Run 1, the metal 1 layer:
The bar under the picture is 20 um long.
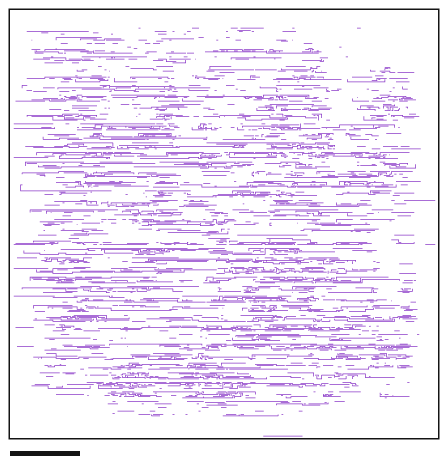
Run 1, the metal 2 layer:
The bar under the picture is 20 um long. Cells faint in the background.
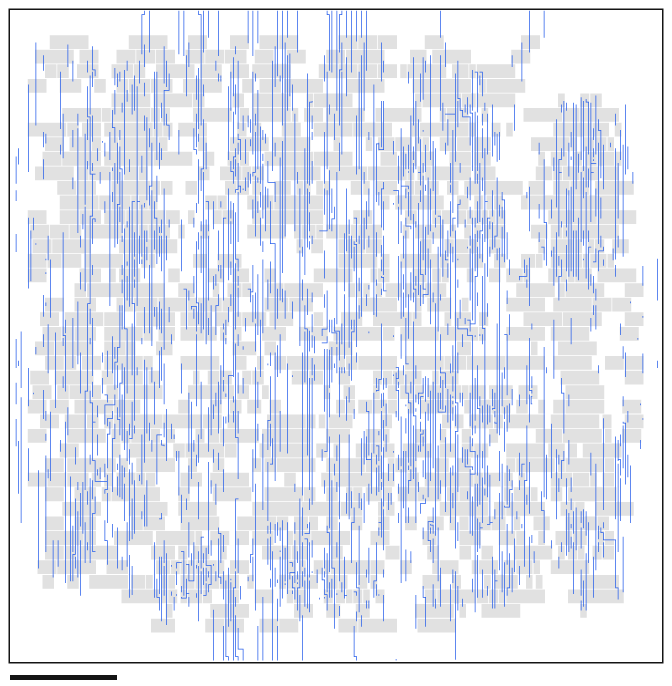
Run 1, signal wires on met3:
The bar under the picture is 20 um long. Cells faint in the background.
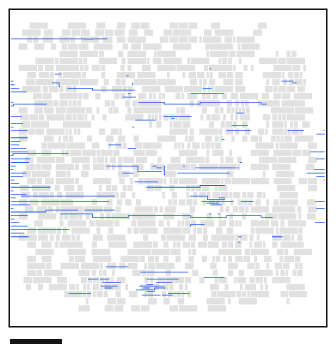
$ cat config.mk
export PLATFORM = sky130hd
export DESIGN_NAME = rgb_frame_gen
export DESIGN_NICKNAME = d
export VERILOG_FILES = /design/src/rtl/rgb_frame_gen_pkg.sv /design/src/rtl/rgb_pattern_lut.sv /design/src/rtl/rgb_frame_gen.sv
export SDC_FILE = /design/constraint.sdc
export NUM_CORES = 1
export LEC_CHECK = 0
export CAP_MARGIN = 40
export CORE_MARGIN = 3
export CORE_UTILIZATION = 50
export DETAILED_ROUTE_END_ITERATION = 10
export PLACE_DENSITY = 0.71
export SYNTH_ARGS = -nofsm -noshare
export SYNTH_HDL_FRONTEND = slang
export SYNTH_HIERARCHICAL = 1
export SYNTH_SLANG_ARGS = --single-unit
$ cat constraint.sdc
create_clock -name pixclk -period 6.6 [get_ports pixclk]
set_input_delay 0.99 -clock pixclk [delete_from_list [all_inputs] [get_ports pixclk]]
set_output_delay 0.99 -clock pixclk [all_outputs]
set_load 0.03 [all_outputs]
$ cat src/rtl/rgb_frame_gen_pkg.sv
// rtl/rgb_frame_gen_pkg.sv - shared types, default frame size and colour-bar table for rgb_frame_gen
package rgb_frame_gen_pkg;

   localparam int img_width_bmp  = 400;
   localparam int img_height_bmp = 300;

   typedef enum logic [1:0] {PAT_SOLID, PAT_BARS, PAT_RAMP, PAT_CHECK} pattern_e;
   typedef enum logic [1:0] {ST_IDLE, ST_ACTIVE, ST_HBLANK, ST_VBLANK} gen_state_e;

   localparam logic [0:7][23:0] BAR_COLOR = {
      24'hFFFFFF, 24'hFFFF00, 24'h00FFFF, 24'h00FF00,
      24'hFF00FF, 24'hFF0000, 24'h0000FF, 24'h000000
   };

endpackage

$ cat src/rtl/rgb_pattern_lut.sv
// rtl/rgb_pattern_lut.sv - registered test-pattern mux, one cycle from pixel coordinate to RGB
module rgb_pattern_lut
   import rgb_frame_gen_pkg::*;
#(
   parameter int CHK_SHIFT = 3
) (
   input  logic        pixclk,
   input  logic        reset,
   input  logic        en,
   input  logic [1:0]  sel,
   input  logic [11:0] x,
   input  logic [11:0] y,
   input  logic [2:0]  bar_idx,
   input  logic [23:0] solid,
   output logic [23:0] rgb
);

   logic [23:0] pix;

   always_comb begin
      pix = '0;
      case (pattern_e'(sel))
         PAT_SOLID: pix = solid;
         PAT_BARS:  pix = BAR_COLOR[bar_idx];
         PAT_RAMP:  pix = {x[7:0], y[7:0], 8'(x + y)};
         PAT_CHECK: pix = (x[CHK_SHIFT] ^ y[CHK_SHIFT]) ? 24'hFFFFFF : 24'h000000;
         default:   pix = '0;
      endcase
   end

   always_ff @(posedge pixclk) begin
      if (!reset || !en)
         rgb <= '0;
      else
         rgb <= pix;
   end

endmodule

$ cat src/rtl/rgb_frame_gen.sv
// rtl/rgb_frame_gen.sv - raster RGB frame source with blanking and test patterns
// Optional per-line pixel stalls are built when RGB_FRAME_GEN_STALL_EN is defined.
module rgb_frame_gen
   import rgb_frame_gen_pkg::*;
#(
   parameter int IMG_WIDTH  = img_width_bmp,
   parameter int IMG_HEIGHT = img_height_bmp,
   parameter int H_BLANK    = 16,
   parameter int V_BLANK    = 4,
   parameter int BAR_W      = IMG_WIDTH / 8,
   parameter int CHK_SHIFT  = 3
`ifdef RGB_FRAME_GEN_STALL_EN
   , parameter int STALL_PERIOD = 8
`endif
) (
   input  logic        pixclk,
   input  logic        reset,
   input  logic        start,
   input  logic [1:0]  pattern_sel,
   input  logic [23:0] solid_rgb,
   input  logic [7:0]  num_frames,
   output logic        valid,
   output logic [7:0]  oRed,
   output logic [7:0]  oGreen,
   output logic [7:0]  oBlue,
   output logic [11:0] x_coord,
   output logic [11:0] y_coord,
   output logic        sof,
   output logic        eol,
   output logic        eof,
   output logic        busy,
   output logic        frame_done
);

   localparam logic [11:0] LAST_X   = 12'(IMG_WIDTH - 1);
   localparam logic [11:0] LAST_Y   = 12'(IMG_HEIGHT - 1);
   localparam logic [11:0] HB_LAST  = 12'(H_BLANK > 0 ? H_BLANK - 1 : 0);
   localparam logic [11:0] VB_LAST  = 12'(V_BLANK - 1);
   localparam logic [11:0] BAR_LAST = 12'(BAR_W - 1);

   gen_state_e  st, n_st;
   logic [11:0] cx, cy, n_x, n_y, cnt, n_cnt, bar_cnt, n_bar_cnt;
   logic [2:0]  bar_idx, n_bar_idx;
   logic [7:0]  frames_left, n_frames;
   logic [1:0]  sel_q, n_sel;
   logic [23:0] solid_q, n_solid, rgb;
   logic        n_valid, n_fd, line_start, step_x;

`ifdef RGB_FRAME_GEN_STALL_EN
   localparam logic [11:0] RUN_LAST = 12'(STALL_PERIOD - 2);
   logic        stalled, n_stall;
   logic [11:0] run_cnt, n_run;
`endif

   // Look-ahead: everything below describes the pixel emitted after the next edge,
   // so the pattern LUT and the coordinate/flag registers land in the same cycle.
   always_comb begin
      n_st       = st;
      n_x        = cx;
      n_y        = cy;
      n_cnt      = cnt;
      n_bar_idx  = bar_idx;
      n_bar_cnt  = bar_cnt;
      n_frames   = frames_left;
      n_sel      = sel_q;
      n_solid    = solid_q;
      n_valid    = 1'b0;
      n_fd       = 1'b0;
      line_start = 1'b0;
      step_x     = 1'b0;
`ifdef RGB_FRAME_GEN_STALL_EN
      n_stall    = 1'b0;
      n_run      = run_cnt;
`endif
      case (st)
         ST_IDLE: begin
            if (start && num_frames != 8'd0) begin
               n_st       = ST_ACTIVE;
               n_sel      = pattern_sel;
               n_solid    = solid_rgb;
               n_frames   = num_frames;
               n_y        = '0;
               line_start = 1'b1;
            end
         end
         ST_ACTIVE: begin
`ifdef RGB_FRAME_GEN_STALL_EN
            if (stalled)
               step_x = 1'b1;
            else if (cx != LAST_X && run_cnt == RUN_LAST)
               n_stall = 1'b1;
            else
`endif
            if (cx == LAST_X) begin
               if (cy != LAST_Y) begin
                  if (H_BLANK == 0) begin
                     n_y        = cy + 12'd1;
                     line_start = 1'b1;
                  end else begin
                     n_st  = ST_HBLANK;
                     n_cnt = '0;
                  end
               end else begin
                  n_st     = ST_VBLANK;
                  n_cnt    = '0;
                  n_fd     = 1'b1;
                  n_frames = frames_left - 8'd1;
               end
            end else begin
               step_x = 1'b1;
            end
         end
         ST_HBLANK: begin
            if (cnt == HB_LAST) begin
               n_st       = ST_ACTIVE;
               n_y        = cy + 12'd1;
               line_start = 1'b1;
            end else begin
               n_cnt = cnt + 12'd1;
            end
         end
         ST_VBLANK: begin
            if (cnt == VB_LAST) begin
               if (frames_left == 8'd0) begin
                  n_st = ST_IDLE;
               end else begin
                  n_st       = ST_ACTIVE;
                  n_y        = '0;
                  line_start = 1'b1;
               end
            end else begin
               n_cnt = cnt + 12'd1;
            end
         end
         default: n_st = ST_IDLE;
      endcase

      if (line_start) begin
         n_x       = '0;
         n_bar_idx = '0;
         n_bar_cnt = '0;
         n_valid   = 1'b1;
`ifdef RGB_FRAME_GEN_STALL_EN
         n_run     = '0;
`endif
      end else if (step_x) begin
         n_x     = cx + 12'd1;
         n_valid = 1'b1;
         if (bar_cnt == BAR_LAST) begin
            n_bar_cnt = '0;
            if (bar_idx != 3'd7)
               n_bar_idx = bar_idx + 3'd1;
         end else begin
            n_bar_cnt = bar_cnt + 12'd1;
         end
`ifdef RGB_FRAME_GEN_STALL_EN
         n_run = stalled ? 12'd0 : run_cnt + 12'd1;
`endif
      end
   end

   always_ff @(posedge pixclk) begin
      if (!reset) begin
         st          <= ST_IDLE;
         cx          <= '0;
         cy          <= '0;
         cnt         <= '0;
         bar_idx     <= '0;
         bar_cnt     <= '0;
         frames_left <= '0;
         sel_q       <= '0;
         solid_q     <= '0;
         valid       <= 1'b0;
         x_coord     <= '0;
         y_coord     <= '0;
         sof         <= 1'b0;
         eol         <= 1'b0;
         eof         <= 1'b0;
         busy        <= 1'b0;
         frame_done  <= 1'b0;
      end else begin
         st          <= n_st;
         cx          <= n_x;
         cy          <= n_y;
         cnt         <= n_cnt;
         bar_idx     <= n_bar_idx;
         bar_cnt     <= n_bar_cnt;
         frames_left <= n_frames;
         sel_q       <= n_sel;
         solid_q     <= n_solid;
         valid       <= n_valid;
         x_coord     <= n_valid ? n_x : 12'd0;
         y_coord     <= n_valid ? n_y : 12'd0;
         sof         <= n_valid && n_x == 12'd0 && n_y == 12'd0;
         eol         <= n_valid && n_x == LAST_X;
         eof         <= n_valid && n_x == LAST_X && n_y == LAST_Y;
         busy        <= n_st != ST_IDLE;
         frame_done  <= n_fd;
      end
   end

`ifdef RGB_FRAME_GEN_STALL_EN
   always_ff @(posedge pixclk) begin
      if (!reset) begin
         stalled <= 1'b0;
         run_cnt <= '0;
      end else begin
         stalled <= n_stall;
         run_cnt <= n_run;
      end
   end
`endif

   rgb_pattern_lut #(
      .CHK_SHIFT (CHK_SHIFT)
   ) u_lut (
      .pixclk  (pixclk),
      .reset   (reset),
      .en      (n_valid),
      .sel     (n_sel),
      .x       (n_x),
      .y       (n_y),
      .bar_idx (n_bar_idx),
      .solid   (n_solid),
      .rgb     (rgb)
   );

   assign {oRed, oGreen, oBlue} = rgb;

endmodule
==> results_dict.tcl, run 1 <==
# flow metrics
set metrics [dict create \
    synthToLayoutAreaGrowth_pct 23.2 \
    clock-sinks 141 \
    grt_pass1_wl_um 28300 \
    cts_setup_buffers 0 \
    worstPathMaxFanout 27 \
    p_clk_share_pct 44.8 \
    viasPerCell 5.61 \
    cts_buffers 17 \
    finalHoldViolCount 0 \
    cp-start-kind "primary input" \
    fin_crit_sh_pct 69.8 \
    n_fill_cell 1095 \
    die_w_um 122 \
    grt_max_degree 65 \
    pwr-share-seq_pct 41.3 \
    chip_area_mm2 0.0148 \
    routedWlPerCell_um 16.9 \
    postCtsHoldBufs 0 \
    power.leakage_uw 0.00310 \
    root_buffer "clkbuf_16" \
    antenna_found_initial 0 \
    path_clk_slew_ps 60 \
    grt_setup_unrepaired "no" \
    peakVddDrop_mv 0.184 \
    power.internal_uw 1630 \
    syn_nets 815 \
    log.warning_count 28 \
    avgSynthCellArea_um2 8.76 \
    max_freq_mhz 217 \
    max_slew_margin_pct 41.9 \
    n_antenna_cell 0 \
    fp-utilization_pct 52.1 \
    power_frac_comb_pct 13.8 \
    cts_buffer_depth 2 \
    postRouteAntennaNets 0 \
    critical_path_required_ps 6890 \
    drt-initial-drc-count 397 \
    grt_pass1_vias 5662 \
    synth_area_mm2 0.00668 \
    worstMarginPinSlew_ps 863 \
    gp_congestion 0.851 \
    io_pins 91 \
    power_density_mw_per_mm2 268 \
    overflow 0 \
    rows 41 \
    fin_setup_tns_ps 0 \
    post-route-drc-count 0 \
    worst_slack_ps 1990 \
    first_pass_iters 6 \
    setup_viol 0 \
    clock-skew-final_ps 6.38 \
    drive_gt1_share_pct 11.3 \
    finalCriticalPeriod_ps 4610 \
    htree_levels 4 \
    status "finished, final reports clean" \
    switching_share_pct 26.0 \
    layout_top_cell "dfxtp_1" \
    hp-class "reg -> reg" \
    cts_tree "done" \
    post_cts_resized 0 \
    layout.cells.most_common_list "141 x dfxtp_1, 99 x nor2_1, 90 x clkdlybuf4s50_1, 48 x a21oi_1, 46 x o21ai_0" \
    critPathCaptureType "flip-flop" \
    core_area_mm2 0.0128 \
    power.switching_uw 572 \
    path_class "in -> reg" \
    slew_violations 0 \
    dp_hpwl_um 12200 \
    portBuffers 90 \
    arrival_ps 4890 \
    die_h_um 122 \
    synthCells 762 \
    track_usage_pct 24.1 \
    clk_latency_ps 420 \
]
About 'the metal 1 layer':
The layer carries 8080 um of wire. 842 nets have wire on it.
GR Layer Usage met1: 31.9%
Routed WL: 17300 um
Vias: 5735

About 'the metal 2 layer':
The layer holds 46% of the routed length. 758 nets have wire on it. The wires run mostly vertical. The longest straight run is 48.6 um.

About 'signal wires on met3':
The longest straight run is 37.5 um. 96 nets have wire on it. The layer holds 5.4% of the routed length. The wires run mostly horizontal.

## run 1: cell type report
cell class | count | area, um^2 | area share [%]
clock buffers | 19 | 453 | 5.50
clock inverters | 13 | 164 | 1.99
inverters | 17 | 63.8 | 0.775
multi-input cells | 567 | 3580 | 43.5
flip-flops and latches | 141 | 2820 | 34.3
well taps | 172 | 215 | 2.61
repair buffers | 94 | 931 | 11.3
## run 1: metal layers
metal | share of wire, % | wire (um) | GRT usage, % | up-vias
met3 | 5.3 | 923 | 6.73 | 26
met1 | 47 | 8080 | 31.9 | 2725
met2 | 46 | 8000 | 38.5 | 178
li1 | - | - | - | 2806
met4 | 1.6 | 272 | 7.28 | 0
met5 | 0 | 0 | 0 | -
## run 1: worst paths after layout
path                  startpoint             end  slack [ps]  depth (start not counted)
hold reg to reg   frames_left[1]  frames_left[1]         490                          2
setup / recovery   num_frames[0]    u_lut/rgb[7]        1990                         12
hold / removal    frames_left[1]  frames_left[1]         490                          2
setup reg to reg          cnt[0]    u_lut/rgb[4]        2460                         12
## run 1: worst max-delay path: stages
cell	delay [ps]
clkdlybuf4s50_1	450
nor4_1	590
a211o_1	210
buf_4	330
o211ai_2	420
o21ai_1	540
ha_1	340
a211oi_2	270
nor4_1	110
a2111oi_2	380
xnor2_1	190
o31ai_2	70
## run 1: power by group through the flow
stage	Sequential, uW	Clock [uW]	Combinational, uW
floorplan	956	0	167
global placement	928	0	293
detailed placement	927	0	300
CTS	910	1000	302
global route	913	1040	329
finish	910	988	305
## run 1: flip-flops by register name, summed over array words and instances, names as in the netlist
register / flops
solid_q: 24
u_lut/rgb: 24
bar_cnt: 12
cnt: 12
cx: 12
cy: 12
x_coord: 12
y_coord: 12
frames_left: 8
bar_idx: 3
sel_q: 2
st: 2
busy: 1
eof: 1
eol: 1
frame_done: 1
sof: 1
valid: 1
## run 1: per-stage QoR
stage	hold WS, ps	utilization [%]	power, uW	instances	cell area, um^2
floorplan	450	-	1120	762	6680
global placement	462	59.2	1220	989	7600
detailed placement	480	59.3	1230	990	7610
CTS	489	64.1	2210	1022	8220
global route	520	64.2	2280	1023	8230
finish	487	64.2	2200	1023	8230
Run 1, met4 routing:
The bar under the picture is 20 um long.
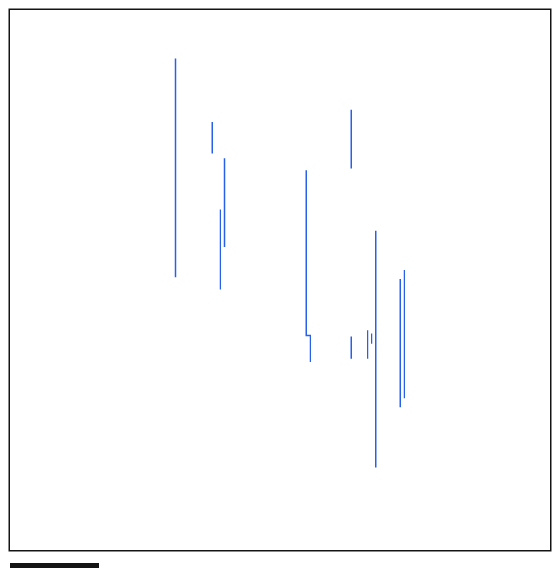

==> run 2, diff against run 1 <==
==> constraint.sdc (replaced) <==
create_clock -name pixclk -period 4.7 [get_ports pixclk]
set_input_delay 0.705 -clock pixclk [delete_from_list [all_inputs] [get_ports pixclk]]
set_output_delay 0.705 -clock pixclk [all_outputs]
set_load 0.03 [all_outputs]
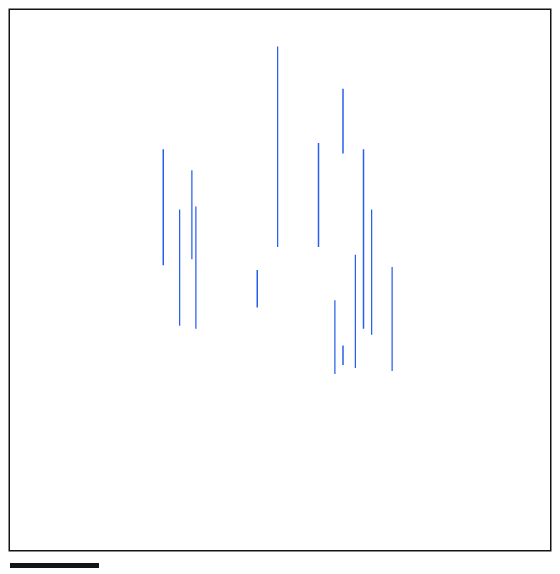
Run 2: met4 routing
The bar under the picture is 20 um long.
The layer carries 326 um of wire. The longest straight run is 44.9 um. 13 nets have wire on it. The layer holds 1.9% of the routed length. The wires run mostly vertical.
Vias: 5785
Routed WL: 17200 um

==> results_dict.tcl, run 2 <==
# flow metrics
set metrics [dict create \
    comb_area_mm2 0.00358 \
    layout_top_cell "dfxtp_1" \
    worst_slack_ps 599 \
    crit-reg2reg-launch "cnt[0]" \
    grt_setup_unrepaired "no" \
    io_pins 91 \
    synthCells 762 \
    rows 41 \
    max_slew_margin_pct 43.8 \
    fin_crit_sh_pct 87.3 \
    setup_viol 0 \
    cp-start-kind "flip-flop" \
    path_class "reg -> reg" \
    n_antenna_cell 0 \
    viasPerCell 5.62 \
    drt-initial-drc-count 437 \
    chip_area_mm2 0.0148 \
    root_buffer "clkbuf_16" \
    synth_area_mm2 0.00668 \
    ff2ff_path_depth 13 \
    die_w_um 122 \
    clock-skew-final_ps 10.3 \
    clk_latency_ps 420 \
    avgSynthCellArea_um2 8.76 \
    grt_pass1_vias 5684 \
    power.leakage_uw 0.00312 \
    fin_setup_tns_ps 0 \
    maxCapViolations 0 \
    ys.warnings.count 6 \
    die_h_um 122 \
    finalHoldViolCount 0 \
    power.switching_uw 792 \
    endpoint "u_lut/rgb[7]" \
    portBuffers 90 \
    reg2reg_to "u_lut/rgb[7]" \
    post-route-drc-count 0 \
    hold_depth 2 \
    p_clk_share_pct 44.4 \
    cts_tree "done" \
    path_clk_slew_ps 60 \
    peakVddDrop_mv 0.270 \
    dp_hpwl_um 12300 \
    critical_path_required_ps 5030 \
    hp-class "reg -> reg" \
    drive_gt1_share_pct 11.8 \
    log.warning_count 28 \
    antenna_found_initial 0 \
    power_density_mw_per_mm2 372 \
    track_usage_pct 23.6 \
    cts_buffer_depth 2 \
    grt_pass1_wl_um 27600 \
    overflow 0 \
    syn_nets 815 \
    worstMarginPinSlew_ps 840 \
    gp_congestion 0.925 \
    clock-sinks 141 \
    r2r_setup_slack_ps 600 \
    slew_violations 0 \
    top_regs "solid_q x24, u_lut/rgb x24" \
    core_area_mm2 0.0128 \
    postRouteAntennaNets 0 \
    switching_share_pct 25.8 \
    cts_setup_buffers 0 \
    max_freq_mhz 244 \
    post_cts_resized 0 \
    critPathCaptureType "flip-flop" \
    first_pass_iters 5 \
    pwr-share-seq_pct 41.6 \
    postCtsHoldBufs 0 \
    arrival_ps 4430 \
    hold_ws_ps 490 \
    pre_cts_slack_ps 540 \
    nNetsFinal 897 \
    grt_max_degree 35 \
    cts_buffers 17 \
    htree_levels 4 \
    seq_area_mm2 0.00282 \
    finalCriticalPeriod_ps 4100 \
    power_frac_comb_pct 14.0 \
    power.internal_uw 2280 \
    routedWlPerCell_um 16.7 \
    n_fill_cell 1095 \
    status "finished, final reports clean" \
    fp-utilization_pct 52.1 \
    layout.cells.most_common_list "141 x dfxtp_1, 99 x nor2_1, 90 x clkdlybuf4s50_1, 48 x a21oi_1, 46 x o21ai_0" \
    startpoint "cnt[0]" \
    worstPathMaxFanout 9 \
    synthToLayoutAreaGrowth_pct 23.8 \
]
run 2: layout make-up:
class	instances	share of cell area, %
multi-input combinational	567	43.3
sequential	141	34.2
timing repair buffer	100	11.8
clock buffer	19	5.36
tap	172	2.60
clock inverter	13	1.98
inverter	17	0.772
run 2: worst max-delay path: stages (launching register included):
cell	delay, ps
dfxtp_1	370
ha_1	220
or3b_2	470
nor3_1	360
a311oi_2	150
buf_4	210
a211oi_1	680
inv_1	200
ha_1	380
a21oi_1	240
nor2_1	100
a2111oi_2	310
xnor2_1	120
o31ai_2	180
run 2: power by group through the flow:
stage / clock network (uW) / registers [uW] / logic, uW
2_1_floorplan: 0 / 1340 / 235
3_3_place_gp: 0 / 1300 / 419
3_5_place_dp: 0 / 1300 / 423
4_1_cts: 1380 / 1280 / 427
5_1_grt: 1440 / 1280 / 466
6_report: 1360 / 1280 / 429
run 2: per-stage QoR:
stage	total power, uW	cell area [um^2]	util, %	instances
4_1_cts	3090	8270	64.4	1029
5_1_grt	3190	8270	64.4	1029
3_5_place_dp	1730	7660	59.7	997
2_1_floorplan	1580	6680	-	762
6_report	3070	8270	64.4	1029
3_3_place_gp	1720	7660	59.7	997
run 2: how the worst min path moves through the flow:
stage / from / end / slack (ps)
floorplan: frames_left[6] / frames_left[6] / 450
detailed placement: frames_left[1] / frames_left[1] / 490
CTS: frames_left[1] / frames_left[1] / 500
global route: frames_left[1] / frames_left[1] / 510
finish: frames_left[1] / frames_left[1] / 490
global placement: frames_left[6] / frames_left[6] / 470
run 2: routing by layer:
layer  share of wire [%]  vias up  global-route usage [%]
met1                  45     2731                    30.5
met5                   0        -                       0
li1                    -     2822                       -
met3                 6.5       29                    5.11
met2                  47      203                    38.1
met4                 1.9        0                    10.1
Run 2, the metal 2 layer:
The bar under the picture is 20 um long. Cells faint in the background.
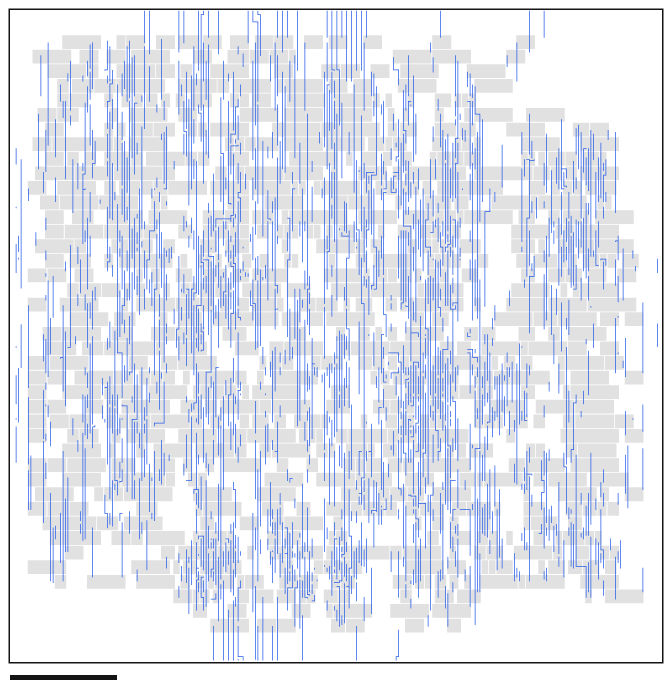

==> run 3, diff against run 2 <==
--- a/config.mk
+++ b/config.mk
@@ -6,7 +6,7 @@
 export NUM_CORES = 1
 export LEC_CHECK = 0
 export CAP_MARGIN = 40
-export CORE_MARGIN = 3
+export CORE_MARGIN = 2
 export CORE_UTILIZATION = 50
 export DETAILED_ROUTE_END_ITERATION = 10
 export PLACE_DENSITY = 0.71
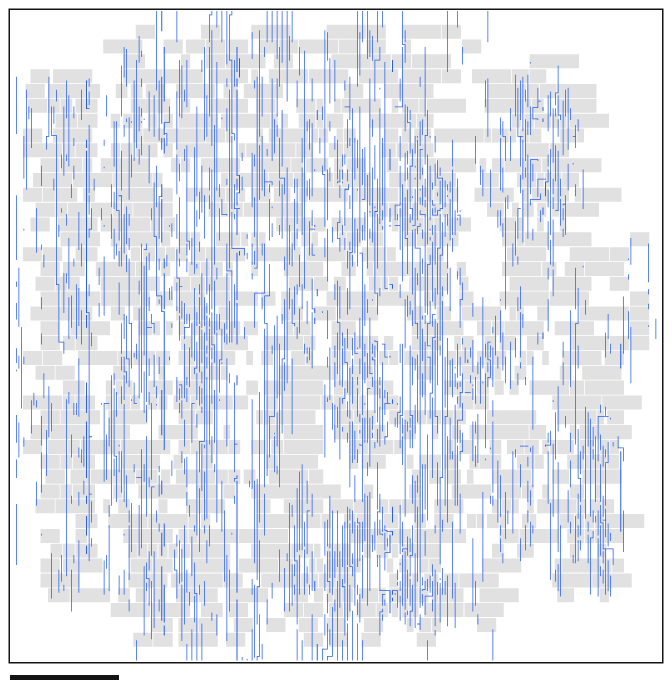
Run 3: the metal 2 layer
The bar under the picture is 20 um long. Cells faint in the background.
The layer holds 47% of the routed length. The longest straight run is 65.9 um. The wires run mostly vertical. 779 nets have wire on it.

==> results_dict.tcl, run 3 <==
# flow metrics
set metrics [dict create \
    vias 5723 \
    worstPathMaxFanout 16 \
    path_clk_slew_ps 60 \
    power_density_mw_per_mm2 374 \
    crit_slowest_cell "nor4_1" \
    dp_hpwl_um 12200 \
    grt_pass1_wl_um 27400 \
    cp-start-kind "flip-flop" \
    status "finished, final reports clean" \
    crit_top_cell "nor4_1" \
    synth_area_mm2 0.00668 \
    layout.cells.most_common_list "141 x dfxtp_1, 99 x nor2_1, 90 x clkdlybuf4s50_1, 48 x a21oi_1, 46 x o21ai_0" \
    worst_slack_ps 749 \
    critical_path_required_ps 5040 \
    rows 42 \
    min_to "frames_left[1]" \
    clock-skew-final_ps 12.4 \
    fp-utilization_pct 50.8 \
    syn_nets 815 \
    max_slew_margin_pct 46.9 \
    arrival_ps 4290 \
    wirelength_um 16300 \
    synthCells 762 \
    synthToLayoutAreaGrowth_pct 24.1 \
    chip_area_mm2 0.0143 \
    die_w_um 120 \
    clock-sinks 141 \
    post-route-drc-count 0 \
    pre_cts_slack_ps 544 \
    antenna_found_initial 0 \
    power.leakage_uw 0.00313 \
    gp_congestion 0.929 \
    final_util_pct 63.1 \
    drive_gt1_share_pct 11.9 \
    io_pins 91 \
    core_area_mm2 0.0131 \
    finalHoldViolCount 0 \
    die_h_um 120 \
    top_regs "solid_q x24, u_lut/rgb x24" \
    grt_setup_unrepaired "no" \
    overflow 0 \
    cts_tree "done" \
    n_antenna_cell 0 \
    hold_depth 2 \
    fin_setup_tns_ps 0 \
    critPathCaptureType "flip-flop" \
    setup_viol 0 \
    grt_max_degree 50 \
    avgSynthCellArea_um2 8.76 \
    max_stage_delay_ps 770 \
    finalCriticalPeriod_ps 3950 \
    grt_pass1_vias 5643 \
    nNetsFinal 898 \
    htree_levels 4 \
    hp-start "frames_left[1]" \
    cts_buffers 17 \
    root_buffer "clkbuf_16" \
    power_uw 3100 \
    cts_setup_buffers 0 \
    hp-class "reg -> reg" \
    routedWlPerCell_um 15.8 \
    cp_num_buf_inv 0 \
    crit_family "AND-OR/OR-AND gates" \
    fin_crit_sh_pct 84.1 \
    max_freq_mhz 253 \
    track_usage_pct 24.0 \
    post_cts_resized 0 \
    clk_latency_ps 430 \
    reg2reg_to "u_lut/rgb[7]" \
    place_inst 1002 \
    maxCapViolations 0 \
    postCtsHoldBufs 0 \
    slew_violations 0 \
    cts_buffer_depth 2 \
    first_pass_iters 6 \
    fin_cells 1033 \
]
[run 3: power by group]
group	switching (uW)	internal [uW]	total, uW
sequential	29.6	1250	1280
combinational	243	181	424
clock	514	885	1400
total	787	2310	3100
[run 3: worst max path at each step]
stage | from | endpoint | slack (ps) | depth (start not counted)
after detailed placement | num_frames[4] | u_lut/rgb[7] | 540 | 13
after global placement | num_frames[0] | u_lut/rgb[7] | 660 | 13
after floorplan | num_frames[4] | u_lut/rgb[7] | 1130 | 13
after global routing | st[1] | u_lut/rgb[2] | 370 | 9
after CTS | cnt[0] | u_lut/rgb[7] | 790 | 13
final | st[1] | u_lut/rgb[7] | 750 | 10
[run 3: routing by layer]
metal  GRT usage [%]  vias up  wire (um)  part of all wire (%)
met5               0        -          0                     0
met4            9.85        0        497                   3.0
met3            4.90       46        890                   5.5
met2            39.5      209       7690                    47
met1            30.8     2646       7250                    44
li1                -     2822          -                     -
[run 3: stage by stage]
stage / hold WS [ps] / instance area (um^2)
2_1_floorplan: 450 / 6680
3_3_place_gp: 466 / 7670
3_5_place_dp: 483 / 7670
4_1_cts: 491 / 8290
5_1_grt: 510 / 8290
6_report: 487 / 8290
[run 3: final cells by class]
cell class	instances	area [um^2]	share of cell area, %
multi-input cells	567	3580	43.2
flip-flops and latches	141	2820	34.0
repair buffers	101	983	11.9
clock buffers	17	425	5.13
well taps	176	220	2.66
clock inverters	14	195	2.35
inverters	17	63.8	0.770
[run 3: worst reg2reg max path, cell delays in order, from the launching register on]
cell	delay, ps
dfxtp_1	670
nand2b_1	360
nor4_1	770
nand2_1	100
o21ai_0	610
ha_1	430
o21ai_1	170
nor4_1	90
a2111oi_2	370
xnor2_1	130
o31ai_2	180
Power is estimated from default activity; no workload was simulated.
